$ cat src/rtl/seg7_display_driver.sv
// Display stage for the seconds counter: latches a digit, decodes it to 7 segments,
// drives the segments with brightness PWM and blanking, and runs a lamp test after reset.
// Define DP_FLASH_EN to flash the decimal point for FLASH_CYCLES after each new digit.
module seg7_display_driver #(
  parameter logic [23:0] LAMP_CYCLES  = 24'd10_000_000,
  parameter logic [23:0] FLASH_CYCLES = 24'd1_000_000
) (
  input  logic       clk,
  input  logic       reset,
  input  logic [3:0] digit_in,
  input  logic       digit_load,
  input  logic [2:0] brightness,
  input  logic       blank,
  output logic [6:0] seg_out,
  output logic       dp_out,
  output logic       busy
);

  typedef enum logic {
    ST_LAMP,
    ST_DISPLAY
  } state_e;

  // Both counts must be >= 1; zero would break the lamp-test terminal count.
  if (LAMP_CYCLES == 24'd0 || FLASH_CYCLES == 24'd0) begin : g_bad_params
    $error("seg7_display_driver: LAMP_CYCLES and FLASH_CYCLES must be >= 1");
  end

  state_e      state_q, state_d;
  logic [3:0]  digit_q, digit_d;
  logic [23:0] lamp_cnt_q, lamp_cnt_d;
  logic [2:0]  pwm_cnt_q, pwm_cnt_d;
  logic [6:0]  seg_q, seg_d;
  logic        dp_q, dp_d;
  logic        busy_q, busy_d;
  logic        pwm_on;
  logic        lamp_done;
  logic        show;

`ifdef DP_FLASH_EN
  logic [23:0] flash_cnt_q, flash_cnt_d;
`endif

  function automatic logic [6:0] dec7(input logic [3:0] v);
    logic [6:0] s;
    case (v)
      4'h0:    s = 7'h3F;
      4'h1:    s = 7'h06;
      4'h2:    s = 7'h5B;
      4'h3:    s = 7'h4F;
      4'h4:    s = 7'h66;
      4'h5:    s = 7'h6D;
      4'h6:    s = 7'h7D;
      4'h7:    s = 7'h07;
      4'h8:    s = 7'h7F;
      4'h9:    s = 7'h6F;
      4'hA:    s = 7'h77;
      4'hB:    s = 7'h7C;
      4'hC:    s = 7'h39;
      4'hD:    s = 7'h5E;
      4'hE:    s = 7'h79;
      default: s = 7'h71;
    endcase
    return s;
  endfunction

  assign pwm_on    = (pwm_cnt_q <= brightness);
  assign lamp_done = (lamp_cnt_q == LAMP_CYCLES - 24'd1);
  assign show      = pwm_on && !blank;

  always_comb begin
    state_d    = state_q;
    lamp_cnt_d = lamp_cnt_q;
    pwm_cnt_d  = pwm_cnt_q + 3'd1;
    digit_d    = digit_load ? digit_in : digit_q;
    seg_d      = '0;
    dp_d       = 1'b0;
    busy_d     = 1'b0;
`ifdef DP_FLASH_EN
    flash_cnt_d = flash_cnt_q;
`endif

    unique case (state_q)
      ST_LAMP: begin
        seg_d = '1;
        dp_d  = 1'b1;
        if (lamp_done) begin
          state_d = ST_DISPLAY;
          busy_d  = 1'b0;
        end else begin
          lamp_cnt_d = lamp_cnt_q + 24'd1;
          busy_d     = 1'b1;
        end
      end
      ST_DISPLAY: begin
        seg_d = show ? dec7(digit_q) : '0;
`ifdef DP_FLASH_EN
        dp_d = show && (flash_cnt_q != 24'd0);
        // A new load restarts the flash; otherwise the window runs down to zero.
        if (digit_load) begin
          flash_cnt_d = FLASH_CYCLES;
        end else if (flash_cnt_q != 24'd0) begin
          flash_cnt_d = flash_cnt_q - 24'd1;
        end
`endif
      end
      default: state_d = ST_LAMP;
    endcase
  end

  always_ff @(posedge clk) begin
    if (reset) begin
      state_q    <= ST_LAMP;
      digit_q    <= '0;
      lamp_cnt_q <= '0;
      pwm_cnt_q  <= '0;
      seg_q      <= '0;
      dp_q       <= 1'b0;
      busy_q     <= 1'b1;
`ifdef DP_FLASH_EN
      flash_cnt_q <= '0;
`endif
    end else begin
      state_q    <= state_d;
      digit_q    <= digit_d;
      lamp_cnt_q <= lamp_cnt_d;
      pwm_cnt_q  <= pwm_cnt_d;
      seg_q      <= seg_d;
      dp_q       <= dp_d;
      busy_q     <= busy_d;
`ifdef DP_FLASH_EN
      flash_cnt_q <= flash_cnt_d;
`endif
    end
  end

  assign seg_out = seg_q;
  assign dp_out  = dp_q;
  assign busy    = busy_q;

endmodule

$ cat config.mk
export PLATFORM = sky130hd
export DESIGN_NAME = seg7_display_driver
export DESIGN_NICKNAME = d
export VERILOG_FILES = /design/src/rtl/seg7_display_driver.sv
export SDC_FILE = /design/constraint.sdc
export NUM_CORES = 1
export LEC_CHECK = 0
export ABC_AREA = 0
export CORE_MARGIN = 2
export CORE_UTILIZATION = 54
export DETAILED_ROUTE_END_ITERATION = 8
export PLACE_DENSITY = 0.8
export REMOVE_ABC_BUFFERS = 1
export SYNTH_ARGS = -nofsm -noshare
export SYNTH_HDL_FRONTEND = slang
export SYNTH_SLANG_ARGS = --single-unit
$ cat constraint.sdc
create_clock -name clk -period 2.05 [get_ports clk]
set_input_delay 0.205 -clock clk [delete_from_list [all_inputs] [get_ports clk]]
set_output_delay 0.205 -clock clk [all_outputs]
set_load 0.02 [all_outputs]
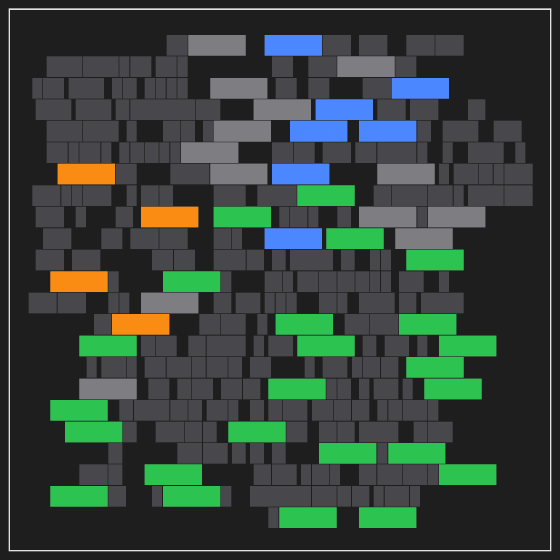
Figure 1: run 1, register map, names as in the netlist.
Key: lamp_cnt_q = green [sequential cells 24]; digit_q = orange [sequential cells 4, where middle left]; seg_out = blue [sequential cells 7, where top centre]
register area: 961 µm²
sequential power: 991 µW
post-layout util: 65.3%
fraction of area in registers: 36.8%

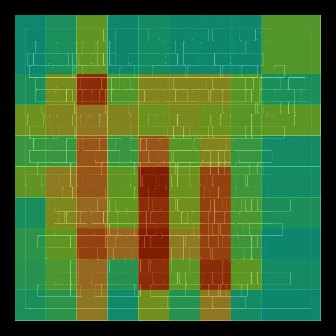
Figure 2: run 1, routing congestion.
WL per Instance: 12.4 µm
M3 GR Usage: 5.43%
grt met2 use: 29.8%
met1 Resource Use GR: 25.5%
GRT busiest layer: met2

==> ci_impl_report.md, run 1 <==
### Yosys + OpenROAD results

| Metric | Value |
|---|---|
| Adder share | `between 6 and 7%` |
| Worst Hold End | `seg_out[2]` |
| Final Hold Fails | `0` |
| Seq/Total Area, Yosys | `approximately 43%` |
| CTS tree | `yes` |
| Clock buf/inv share | `just under 3%` |
| Share of the synthesized area in the top cell type | `42.9%` |
| Worst setup path end | `lamp_cnt_q[13]` |
| Slew Viols, Final | `0` |
| Min-delay worst type | `register to register` |
| Tool warnings | `31` |
| Layout cell share with drive strength beyond 1 | `12.0%` |
| # setup viols final | `0` |
| Via density | `around 5.2` |
| GRT Util Overall | `around 20%` |
| Run status | `finished, final reports clean` |
| Max-Cap Viols | `0` |
| Combinational Power Share | `between 10% and 20%` |
| Clk power | `roughly 530 µW` |
| CORE AREA | `roughly 4000 µm²` |
| Wire length on met2 | `between 1500 and 2000 µm` |
| Setup_tns | `0 ns` |
| Number of well taps | `around 50` |
| R2r setup slk | `0.18 ns` |
| Largest power group | `sequential cells` |
| Worst hold slack | `0.429 ns` |
| DIE AREA | `about 4700 µm²` |
| CTS Sinks | `approximately 48` |
| Total Power | `1.71 mW` |
| Origin of the worst setup path | `lamp_cnt_q[0]` |
| Final non-filler cell total | `326` |
| Reg2reg path depth | `6` |
| Combinational Area | `~1200 µm²` |
| Yosys stat cell total | `248` |
| Worst EP arrival | `between 2 and 2.5 ns` |
| Crit path time final | `about 1.9 ns` |
| Critical path capture point type | `register` |
| Overall die width | `between 60 and 70 µm` |
| Yosys cell types | `approximately 46` |
| Async set-reset flop share out of synthesis | `0%` |
| CP Data Required Time | `2.24 ns` |
| Vert. Die Dim | `~68 µm` |
| Initial antenna violation count | `0` |
| Io pins | `20` |
| Overflow after GRT | `0` |
| Met1 WL | `1950 µm` |
| Placed cell areas | `roughly 2500 µm²` |
| Nets | `around 300` |
| Mapped cell area | `about 2200 µm²` |
| Placement Rows | `23` |
| Hold path depth | `1` |
| Slowest CP cell | `mux2_2` |
| Routability congestion estimate | `around 0.9` |
| Yosys xor share | `between 5 and 6%` |
| Net Sw Frac | `between 20% and 30%` |
| PortBufs | `19` |
| Maximum clock path buffer count | `2` |
| Worst path max stage delay | `roughly 0.37 ns` |
| Nonclk inv count | `13` |
| Leading area contributor after synthesis | `dfxtp_1` |
| H-tree Lvls | `2` |
| Largest net degree at the start of global routing | `21` |
| CP Max Fanout | `13` |
| Crit path buffers/inverters | `0` |
| Met3 WL post-DR | `between 150 and 200 µm` |
| Sw Pwr | `410 µW` |
| Total CTS buffers | `5` |
| Final period util | `approximately nine tenths` |
| Synth warn | `0` |
| Layout fillers | `between 300 and 400` |
| Cts hold-fix bufs | `0` |
| Largest area class, layout | `combinational gates` |
| Commonest Layout Cell | `dfxtp_1` |
| Root Buffer Master | `clkbuf_8` |
| And+or+nand+nor area frac | `roughly a quarter` |
| Top layer in use | `met4` |
| Power share of the sequential group | `57.8%` |
| Comb. pwr | `between 150 and 200 µW` |
| Vias in the first global route | `~1600` |
| Setup ws final | `around 0.18 ns` |
| Setup crit start kind | `register` |
| Crit path max-delay family | `simple AND/OR/NAND/NOR gates` |
| WS Path Type | `register to register` |
| Pre-Repair DR Iteration Count | `4` |
| Hpwl dp | `just under 3000 µm` |
| DRT iter0 DRCs | `around 63` |
| Skew-Pair Late Insertion Delay | `roughly 0.3 ns` |
| Post-CTS setup buffers | `0` |
| Multi-input gates | `176` |
| Number of sequential cells | `between 40 and 50` |
| VDD IR max | `0.447 mV` |
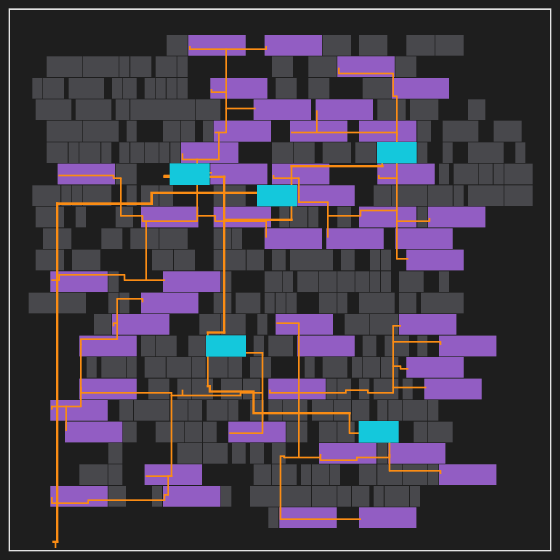
Figure 3: run 1, clock network drawn from the DEF.
Key: clock-net drivers = cyan [count 5]; clock wires = orange [length 557 µm]; flip-flops = purple [count 48]
Position of the flops: all over the die. There are 6 routed clock nets.
Setup Skew: 0.00728 ns
clock power share: 30.9%

Figure 4. I/O nets highlighted (run 1).
The bar under the picture is 20 µm long.
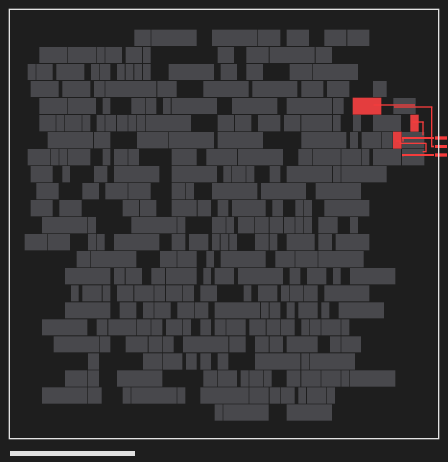

--- run 2 (diff from run 1) ---
- CORE_ASPECT_RATIO: unset -> 1.4
- PLACE_DENSITY: 0.8 -> 0.75
- SKIP_LAST_GASP: unset -> 1
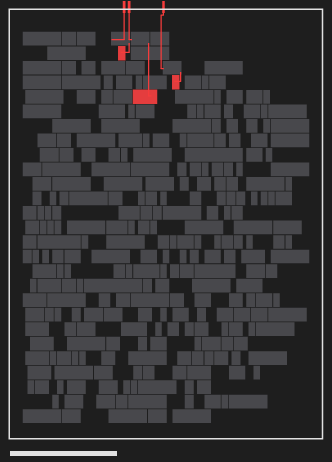
Figure 5: run 2, I/O nets highlighted.
The bar under the picture is 20 µm long.
Key: brightness = red [direction input, end cells 3, buffers 3, wire 41.3 µm]
io pins: 20
PortBufs: 19

==> run 2 against run 1 <==
  * Total power increased by 17%
  * Utilization increased by 2.2 points
  * Clock skew increased by 0.0058 ns
==> ci_impl_report.md, run 2 <==
### Yosys + OpenROAD results

| Metric | Value |
|---|---|
| Run status | `finished, final reports clean` |
| Worst setup path end | `lamp_cnt_q[15]` |
| Min-delay worst type | `register to register` |
| CTS Sinks | `about 48` |
| Root Buffer Master | `clkbuf_8` |
| M3 GR Usage | `3.70%` |
| Clock buf/inv share | `under 10%` |
| Met1 WL | `between 1500 and 2000 µm` |
| Overflow after GRT | `0` |
| And+or+nand+nor area frac | `between 20% and 30%` |
| Final non-filler cell total | `320` |
| Largest net degree at the start of global routing | `21` |
| Clock power share | `between 40% and 50%` |
| Met1 Resource Use GR | `24.6%` |
| Placement Rows | `27` |
| Final period util | `90.1%` |
| Layout cell share with drive strength beyond 1 | `between 10% and 20%` |
| Seq/Total Area, Yosys | `42.9%` |
| Sw Pwr | `between 400 and 500 µW` |
| Hold path depth | `1` |
| Initial antenna violation count | `0` |
| Pre-Repair DR Iteration Count | `4` |
| Worst Hold End | `seg_out[1]` |
| Setup_tns | `0 ns` |
| Total CTS buffers | `5` |
| Setup Skew | `between 0.01 and 0.015 ns` |
| R2r setup slk | `0.20 ns` |
| CP Max Fanout | `6` |
| Nets | `roughly 300` |
| Max-Cap Viols | `0` |
| DIE AREA | `between 4000 and 5000 µm²` |
| GRT busiest layer | `met2` |
| Origin of the worst setup path | `lamp_cnt_q[3]` |
| Yosys stat cell total | `about 250` |
| Vert. Die Dim | `between 80 and 90 µm` |
| Crit path buffers/inverters | `0` |
| Async set-reset flop share out of synthesis | `0%` |
| Placed cell areas | `2530 µm²` |
| VDD IR max | `about 0.7 mV` |
| CTS tree | `yes` |
| Tool warnings | `31` |
| Comb. pwr | `197 µW` |
| Maximum clock path buffer count | `2` |
| Crit path time final | `~1.8 ns` |
| Largest power group | `sequential cells` |
| Top layer in use | `met4` |
| Setup crit start kind | `register` |
| Final Hold Fails | `0` |
| Number of sequential cells | `about 48` |
| Wire length on met2 | `around 2300 µm` |
| Nonclk inv count | `13` |
| Worst path max stage delay | `between 0.4 and 0.5 ns` |
| Post-CTS setup buffers | `0` |
| Met3 WL post-DR | `roughly 75 µm` |
| Overall die width | `58.4 µm` |
| Register area | `slightly below 1000 µm²` |
| Clk power | `between 800 and 900 µW` |
| # setup viols final | `0` |
| Total Power | `2.00 mW` |
| Via density | `between 5 and 6` |
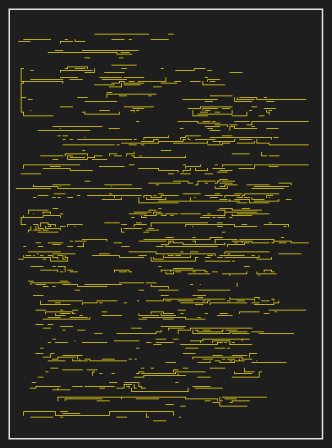
Figure 6: run 2, met1 routing.
The layer holds 43% of the routed length. The wires run mostly horizontal. The layer carries 1840 µm of wire. 273 nets have wire on it. The longest straight run is 23.9 µm.
Total Routed Length: 4260 µm
vias: 1723

Power and IR drop assume default switching activity.
